## config.mk

```make
export PLATFORM = sky130hd
export DESIGN_NAME = exp_req_arbiter
export DESIGN_NICKNAME = d
export VERILOG_FILES = /design/src/rtl/exp_req_arbiter.sv
export SDC_FILE = /design/constraint.sdc
export NUM_CORES = 1
export LEC_CHECK = 0
export CAP_MARGIN = 30
export CORE_AREA = 2 2 183 185
export DETAILED_ROUTE_END_ITERATION = 8
export DIE_AREA = 0 0 185 187
export PLACE_DENSITY = 0.55
export SYNTH_ARGS = -nofsm -noshare
export SYNTH_HDL_FRONTEND = slang
export SYNTH_SLANG_ARGS = --single-unit
```

## constraint.sdc

```tcl
create_clock -name clk -period 2.93 [get_ports clk]
set_clock_uncertainty 0.05 [all_clocks]
set_input_delay 0.4395 -clock clk [delete_from_list [all_inputs] [get_ports clk]]
set_output_delay 0.4395 -clock clk [all_outputs]
set_load 0.01 [all_outputs]
```

## src/rtl/exp_req_arbiter.sv

```systemverilog
// Round-robin front end that lets N_REQ lanes share one in-order exp unit.
// A tag FIFO records which lane issued each operand so its result can be routed back.
`timescale 1ns/1ps
module exp_req_arbiter #(
    parameter int N_REQ     = 4,
    parameter int DATA_W    = 64,
    parameter int MAX_OUTST = 4
) (
    input  logic                        clk,
    input  logic                        rst_n,
    input  logic [N_REQ*DATA_W-1:0]     req_x,
    input  logic [N_REQ-1:0]            req_valid,
    output logic [N_REQ-1:0]            req_ready,
    output logic [DATA_W-1:0]           rsp_data,
    output logic [N_REQ-1:0]            rsp_valid,
    input  logic [N_REQ-1:0]            rsp_ready,
    output logic [DATA_W-1:0]           exp_x_in,
    output logic                        exp_x_in_valid,
    input  logic                        exp_x_in_ready,
    input  logic [DATA_W-1:0]           exp_out,
    input  logic                        exp_out_valid,
    output logic                        exp_out_ready,
    output logic [$clog2(MAX_OUTST):0]  outstanding,
    output logic                        proto_err
);
    localparam int IDX_W = $clog2(N_REQ);
    localparam int PTR_W = $clog2(MAX_OUTST);

    logic                 active_q;
    logic [IDX_W-1:0]     rr_ptr_q;
    logic                 lock_q;
    logic [IDX_W-1:0]     locked_idx_q;
    logic [IDX_W-1:0]     tag_mem_q [MAX_OUTST];
    logic [PTR_W-1:0]     wr_ptr_q;
    logic [PTR_W-1:0]     rd_ptr_q;
    logic [PTR_W:0]       count_q;
    logic [PTR_W:0]       count_d;
    logic                 proto_err_q;

    logic [IDX_W-1:0]     cand_idx;
    logic [IDX_W-1:0]     grant;
    logic [IDX_W-1:0]     rr_ptr_d;
    logic [IDX_W-1:0]     head;
    logic                 head_ready;
    logic                 fifo_full;
    logic                 fifo_empty;
    logic                 issue_fire;
    logic                 push;
    logic                 pop;
    logic                 drain;

    // First requesting lane at or after rr_ptr, wrapping modulo N_REQ.
    always_comb begin
        logic [IDX_W:0] sum_v;
        logic           found_v;
        cand_idx = rr_ptr_q;
        found_v  = 1'b0;
        sum_v    = '0;
        for (int k = 0; k < N_REQ; k++) begin
            sum_v = {1'b0, rr_ptr_q} + (IDX_W+1)'(k);
            if (sum_v >= (IDX_W+1)'(N_REQ)) begin
                sum_v = sum_v - (IDX_W+1)'(N_REQ);
            end
            if (!found_v && req_valid[sum_v[IDX_W-1:0]]) begin
                found_v  = 1'b1;
                cand_idx = sum_v[IDX_W-1:0];
            end
        end
    end

    assign grant      = lock_q ? locked_idx_q : cand_idx;
    assign rr_ptr_d   = (grant == IDX_W'(N_REQ - 1)) ? '0 : grant + 1'b1;
    assign fifo_full  = (count_q == (PTR_W+1)'(MAX_OUTST));
    assign fifo_empty = (count_q == '0);
    assign head       = tag_mem_q[rd_ptr_q];

    always_comb begin
        exp_x_in   = '0;
        head_ready = 1'b0;
        for (int i = 0; i < N_REQ; i++) begin
            if (grant == IDX_W'(i)) begin
                exp_x_in = req_x[i*DATA_W +: DATA_W];
            end
            if (head == IDX_W'(i)) begin
                head_ready = rsp_ready[i];
            end
        end
    end

    // active_q keeps every handshake output low until the first clock after reset.
    assign exp_x_in_valid = active_q & (lock_q | (|req_valid)) & ~fifo_full;
    assign issue_fire     = exp_x_in_valid & exp_x_in_ready;
    assign exp_out_ready  = active_q & (fifo_empty | head_ready);
    assign push           = issue_fire;
    assign pop            = exp_out_valid & exp_out_ready & ~fifo_empty;
    assign drain          = exp_out_valid & exp_out_ready & fifo_empty;
    assign rsp_data       = exp_out;
    assign outstanding    = count_q;
    assign proto_err      = proto_err_q;

    generate
        for (genvar gi = 0; gi < N_REQ; gi++) begin : g_lane
            assign req_ready[gi] = issue_fire & (grant == IDX_W'(gi));
            assign rsp_valid[gi] = active_q & exp_out_valid & ~fifo_empty & (head == IDX_W'(gi));
        end
    endgenerate

    always_comb begin
        count_d = count_q;
        if (push && !pop) begin
            count_d = count_q + 1'b1;
        end else if (pop && !push) begin
            count_d = count_q - 1'b1;
        end
    end

    always_ff @(posedge clk) begin
        if (push) begin
            tag_mem_q[wr_ptr_q] <= grant;
        end
    end

    always_ff @(posedge clk or negedge rst_n) begin
        if (!rst_n) begin
            active_q     <= 1'b0;
            rr_ptr_q     <= '0;
            lock_q       <= 1'b0;
            locked_idx_q <= '0;
            wr_ptr_q     <= '0;
            rd_ptr_q     <= '0;
            count_q      <= '0;
            proto_err_q  <= 1'b0;
        end else begin
            active_q <= 1'b1;
            count_q  <= count_d;
            if (push) begin
                wr_ptr_q <= wr_ptr_q + 1'b1;
            end
            if (pop) begin
                rd_ptr_q <= rd_ptr_q + 1'b1;
            end
            // Freeze the grant while the exp unit stalls so exp_x_in cannot change mid-offer.
            if (issue_fire) begin
                rr_ptr_q <= rr_ptr_d;
                lock_q   <= 1'b0;
            end else if (exp_x_in_valid) begin
                lock_q       <= 1'b1;
                locked_idx_q <= grant;
            end
            if (drain) begin
                proto_err_q <= 1'b1;
            end
        end
    end
endmodule

```

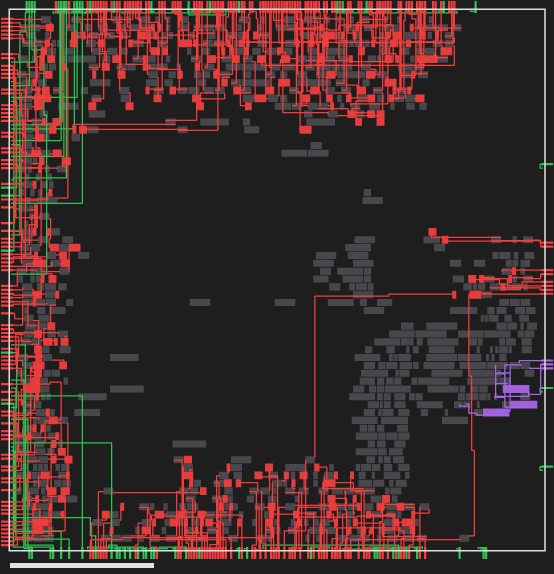
run_1/io_fan.png
Bar = 50 um.
port	colour	bits	direction	end cells	buffers	wire
`outstanding`	purple	3	output	3	3	138 um
`rsp_data`	green	64	output	0	0	1790 um
`req_x`	red	256	input	256	256	6480 um
quantity of I/O buffers inserted on ports: 345
number of placed I/O pins: 474

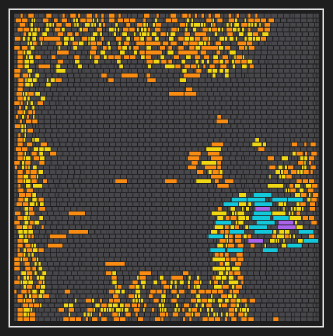
run_1/placement_by_type.png
Fill, decap, tap and diode cells in grey.
class	colour	cells
remaining buffers and delay cells	orange	473
clock drivers and dummy loads	purple	4
combinational and other logic	yellow	468
sequential cells	cyan	22
post-route design area: 9130 sq um
register share of the cell area: 6.51%
Core ar.: 32900 sq um
final core occ: 27.8%
Rows: 67

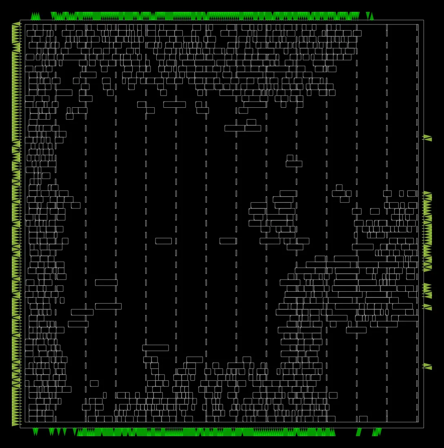
run_1/placement.png
well tap count: 448
flip-flops: 22
fill cell instance count of the final layout: 3607
final non-filler cell total: 1415

==> flow_summary.rst, run 1 <==
Run summary
-----------

.. list-table::
   :header-rows: 1

   * - Metric
     - Value
   * - Fraction of met1 tracks used by global routing
     - between 10% and 20%
   * - Synthesis-to-finish area growth
     - 139%
   * - Critical path depth in cells
     - 14
   * - Yosys cell types
     - 35
   * - Global-route wire length before repair
     - between 30000 and 40000 um
   * - Flip-flop count of the largest register after layout
     - 8
   * - Largest register by flop count
     - tag_mem_q
   * - Total half-perimeter wirelength after legalization and detailed placement
     - 17000 um
   * - Setup repair after global routing missed its margin
     - true
   * - Start-to-end type of the worst setup path
     - reg2out
   * - PnR worst setup slack
     - -298 ps
   * - Fa+ha+maj area frac
     - 3.47%
   * - Worst reg2reg path endpoint
     - rr_ptr_q[0]
   * - Count of endpoints failing setup in the final report
     - roughly 64
   * - Share of final-layout standard cells stronger than drive strength 1
     - between 30% and 40%
   * - Outcome
     - complete, but fails checks
   * - Clock slew at reported path FFs
     - around 60 ps
   * - H-Tree Level Count
     - 1
   * - Critical path fanouts, max
     - 8
   * - Invs w/o clock
     - 8
   * - Cell area power density
     - 1100 nW/um^2
   * - Commonest cells after routing, fill and taps aside
     - sky130_fd_sc_hd__clkdlybuf4s50_1, sky130_fd_sc_hd__nand2_1, sky130_fd_sc_hd__a21oi_2
   * - Net count reported at finish
     - between 1000 and 1500
   * - Delay contributed by the slowest stage of the critical path
     - 440 ps
   * - Amount of wire on met3 after detailed routing
     - ~1600 um
   * - Power, Total
     - between 10 and 15 mW
   * - Area contributors post-synth
     - sky130_fd_sc_hd__a21oi_1, sky130_fd_sc_hd__nand2_1, sky130_fd_sc_hd__buf_4, sky130_fd_sc_hd__nand3b_1, sky130_fd_sc_hd__dfrtp_1
   * - Post-layout period usage of the worst path
     - 110%
   * - DP Worst Slack
     - -1110 ps
   * - Worst-margin pin slew
     - 702 ps
   * - Hold Crit Endpoint
     - proto_err
   * - CP max-delay cell
     - sky130_fd_sc_hd__dfrtp_2
   * - Max-area cell share
     - between 10% and 20%
   * - Failing checks
     - setup timing
   * - Cell at the root of the clock tree
     - sky130_fd_sc_hd__clkbuf_16
   * - Clock buffers
     - 3
   * - Overflow left after global routing
     - 0
   * - DIE WIDTH
     - ~190 um
   * - Sequential share of the synthesized area
     - roughly 15%
   * - Synthesis Warnings
     - 0
   * - Part of the power in combinational logic
     - around nine tenths
   * - Power dissipated in sequential cells
     - about 0.56 mW
   * - Buffer levels on the longest clock path
     - 2
   * - Cell type with the highest aggregate area in the netlist
     - sky130_fd_sc_hd__a21oi_1
   * - Final routed wire length divided by cell count
     - 16.8 um
   * - Main synth FF type
     - sky130_fd_sc_hd__dfrtp_1
   * - Post-Synth Simple-Gate Area
     - 30.1%
--- run 2 (diff from run 1) ---
--- a/config.mk
+++ b/config.mk
@@ -9,6 +9,7 @@
 export CORE_AREA = 2 2 183 185
 export DETAILED_ROUTE_END_ITERATION = 8
 export DIE_AREA = 0 0 185 187
+export MAX_ROUTING_LAYER = met4
 export PLACE_DENSITY = 0.55
 export SYNTH_ARGS = -nofsm -noshare
 export SYNTH_HDL_FRONTEND = slang
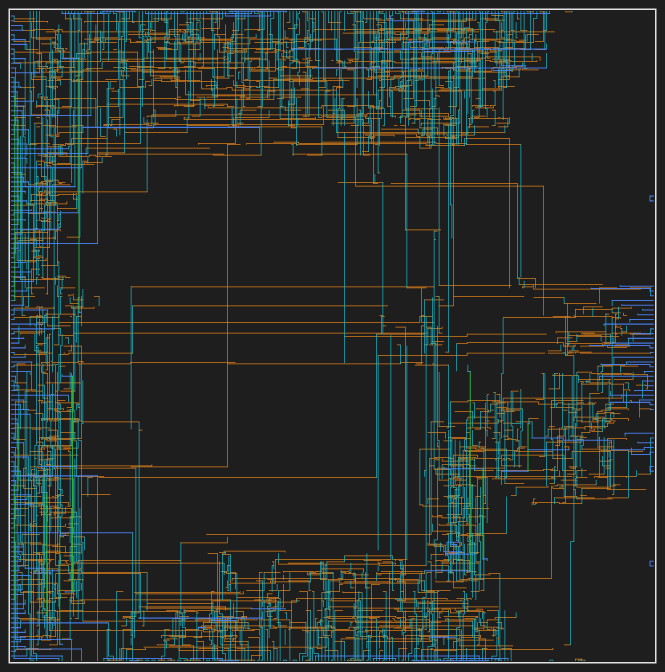
run_2/wires.png
layer	colour	wire length
metal 4	green	496 um
metal 1	orange	9570 um
metal 3	blue	1600 um
metal 2	cyan	12100 um
All-Layer GR Usage: 13.2%
total via count in the routed design: 5596
final routed wire length divided by cell count: 16.8 um

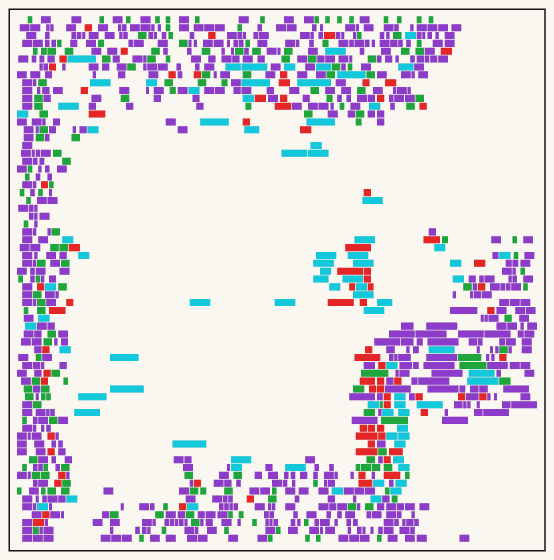
run_2/sizes.png
size	colour	cells
_2 cells	green	172
_6 and larger	cyan	83
_0 and _1 cells	purple	633
_3 and _4 cells	red	79
count of buffers not belonging to the clock network in the layout: 473
synthesis-to-finish area growth: 139%

==> run 2 against run 1 <==
  * The flow still finishes with violations (setup timing)
  * Sequential power is essentially flat
  * Largest cell class unchanged
  * Non-clock buffer count is the same
  * Via count grew 0.39%
==> flow_summary.rst, run 2 <==
Run summary
-----------

.. list-table::
   :header-rows: 1

   * - Metric
     - Value
   * - Cell type with the highest aggregate area in the netlist
     - sky130_fd_sc_hd__a21oi_1 (unchanged)
   * - Yosys cell types
     - 35 (unchanged)
   * - Sequential share of the synthesized area
     - 15.5% (unchanged)
   * - Startpoint type of the worst setup path
     - flip-flop (unchanged)
   * - Worst-margin pin slew
     - 707 ps (was 702 ps)
   * - Rows
     - 67 (unchanged)
   * - Flip-flop count of the largest register after layout
     - 8 (unchanged)
   * - Fa+ha+maj area frac
     - 3.47% (unchanged)
   * - Post-layout period usage of the worst path
     - 110% (about the same)
   * - Post-Synth Simple-Gate Area
     - 30.1% (unchanged)
   * - Power, Total
     - 10.0 mW (about the same)
   * - Setup_tns
     - -12580 ps (was -12390 ps)
   * - Fill cell instance count of the final layout
     - 3607 (unchanged)
   * - Cell at the root of the clock tree
     - sky130_fd_sc_hd__clkbuf_16 (unchanged)
   * - Post-Syn Area per Cell
     - 6.31 sq um (unchanged)
   * - Area contributors post-synth
     - sky130_fd_sc_hd__a21oi_1, sky130_fd_sc_hd__nand2_1, sky130_fd_sc_hd__buf_4, sky130_fd_sc_hd__nand3b_1, sky130_fd_sc_hd__dfrtp_1 (unchanged)
   * - Largest register by flop count
     - tag_mem_q (unchanged)
   * - Routed WL
     - 23800 um (was 23700 um)
   * - Net count reported at finish
     - 1310 (unchanged)
   * - Crit path capture
     - exp_x_in[58] (unchanged)
   * - Post-route design area
     - 9130 sq um (unchanged)
   * - CP max-delay cell
     - sky130_fd_sc_hd__dfrtp_2 (unchanged)
   * - Number of synthesized register bits
     - 22 (unchanged)
   * - Minimum clock period
     - 3230 ps (about the same)
   * - GRT met3 Usage
     - 2.45% (was 2.67%)
   * - Clock buffers
     - 3 (unchanged)
   * - Drt initial violations
     - 162 (was 158)
   * - Core ar.
     - 32900 sq um (unchanged)
   * - Main synth FF type
     - sky130_fd_sc_hd__dfrtp_1 (unchanged)
   * - Overflow left after global routing
     - 0 (unchanged)
   * - Delay contributed by the slowest stage of the critical path
     - 440 ps (about the same)
   * - Final core occ
     - 27.8% (unchanged)
   * - H-Tree Level Count
     - 1 (unchanged)
   * - Number of standard cells after synthesis
     - 605 (unchanged)
   * - Start-to-end type of the worst setup path
     - reg2out (unchanged)
   * - Failing checks
     - setup timing (unchanged)
   * - DIE WIDTH
     - 185 um (unchanged)
   * - Clock slew at reported path FFs
     - 60 ps (about the same)
   * - Clock-cell share of area
     - 1.15% (unchanged)
   * - Critical path fanouts, max
     - 8 (unchanged)
   * - Invs w/o clock
     - 8 (unchanged)
   * - Most numerous cell in the Yosys netlist
     - sky130_fd_sc_hd__nand2_1 (unchanged)
   * - Number of antenna violations at the first check in global routing
     - 0 (unchanged)
   * - Setup repair after global routing missed its margin
     - true (unchanged)
   * - Portion of total power attributed to the clock network
     - 3.8% (about the same)
   * - Outcome
     - complete, but fails checks (unchanged)
   * - Number of placed I/O pins
     - 474 (unchanged)
   * - Total area of multi-input combinational cells
     - 3080 sq um (unchanged)
   * - Register share of the cell area
     - 6.51% (unchanged)
   * - Count of endpoints failing setup in the final report
     - 64 (unchanged)
   * - DP Worst Slack
     - -1110 ps (unchanged)
   * - Flip-flops
     - 22 (unchanged)
   * - PnR worst setup slack
     - -300 ps (was -298 ps)
   * - Quantity of I/O buffers inserted on ports
     - 345 (unchanged)
   * - Power dissipated in sequential cells
     - 0.561 mW (was 0.562 mW)
   * - Fraction of met1 tracks used by global routing
     - 15.2% (was 15.1%)
   * - Amount of wire on met3 after detailed routing
     - 1600 um (about the same)
   * - Leakage power figure
     - 3.51 nW (unchanged)
   * - Most instantiated logic cell after routing
     - sky130_fd_sc_hd__clkdlybuf4s50_1 (unchanged)
   * - Buffer levels on the longest clock path
     - 2 (unchanged)
   * - Number of buffers created by CTS
     - 3 (unchanged)
   * - Share of final-layout standard cells stronger than drive strength 1
     - 34.5% (unchanged)
   * - Max-area cell share
     - 17.0% (unchanged)
   * - Vias in the first global route
     - 5748 (was 5747)
   * - Final weighted congestion in routability-driven placement
     - 0.823 (was 0.811)
   * - Synthesis Warnings
     - 0 (unchanged)
   * - Global-route wire length before repair
     - 33600 um (about the same)
   * - Source of the worst register-to-register timing path
     - rr_ptr_q[0] (unchanged)
   * - Commonest cells after routing, fill and taps aside
     - sky130_fd_sc_hd__clkdlybuf4s50_1, sky130_fd_sc_hd__nand2_1, sky130_fd_sc_hd__a21oi_2 (unchanged)
   * - Cell area power density
     - 1100 nW/um^2 (about the same)
   * - Part of the power in combinational logic
     - 90.6% (was 90.5%)
   * - Number of nets still failing antenna checks after routing
     - 0 (unchanged)
   * - Final non-filler cell total
     - 1415 (unchanged)
   * - Number of maximum-capacitance constraint violations
     - 0 (unchanged)
   * - Well tap count
     - 448 (unchanged)
   * - Cell-internal power
     - 5.46 mW (about the same)
   * - Worst reg2reg path endpoint
     - rr_ptr_q[0] (unchanged)
   * - Total half-perimeter wirelength after legalization and detailed placement
     - 17000 um (unchanged)
   * - Mux share
     - 3.80% (unchanged)
   * - Critical path depth in cells
     - 14 (unchanged)
   * - Hold Crit Endpoint
     - proto_err (unchanged)
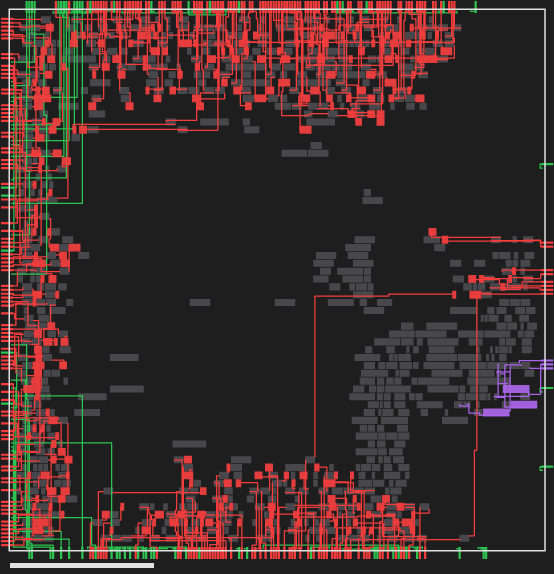
run_2/io_fan.png
Bar = 50 um.
port	colour	bits	direction	end cells	buffers	wire
`rsp_data`	green	64	output	0	0	1800 um
`outstanding`	purple	3	output	3	3	136 um
`req_x`	red	256	input	256	256	6490 um

Power and IR drop assume default switching activity.
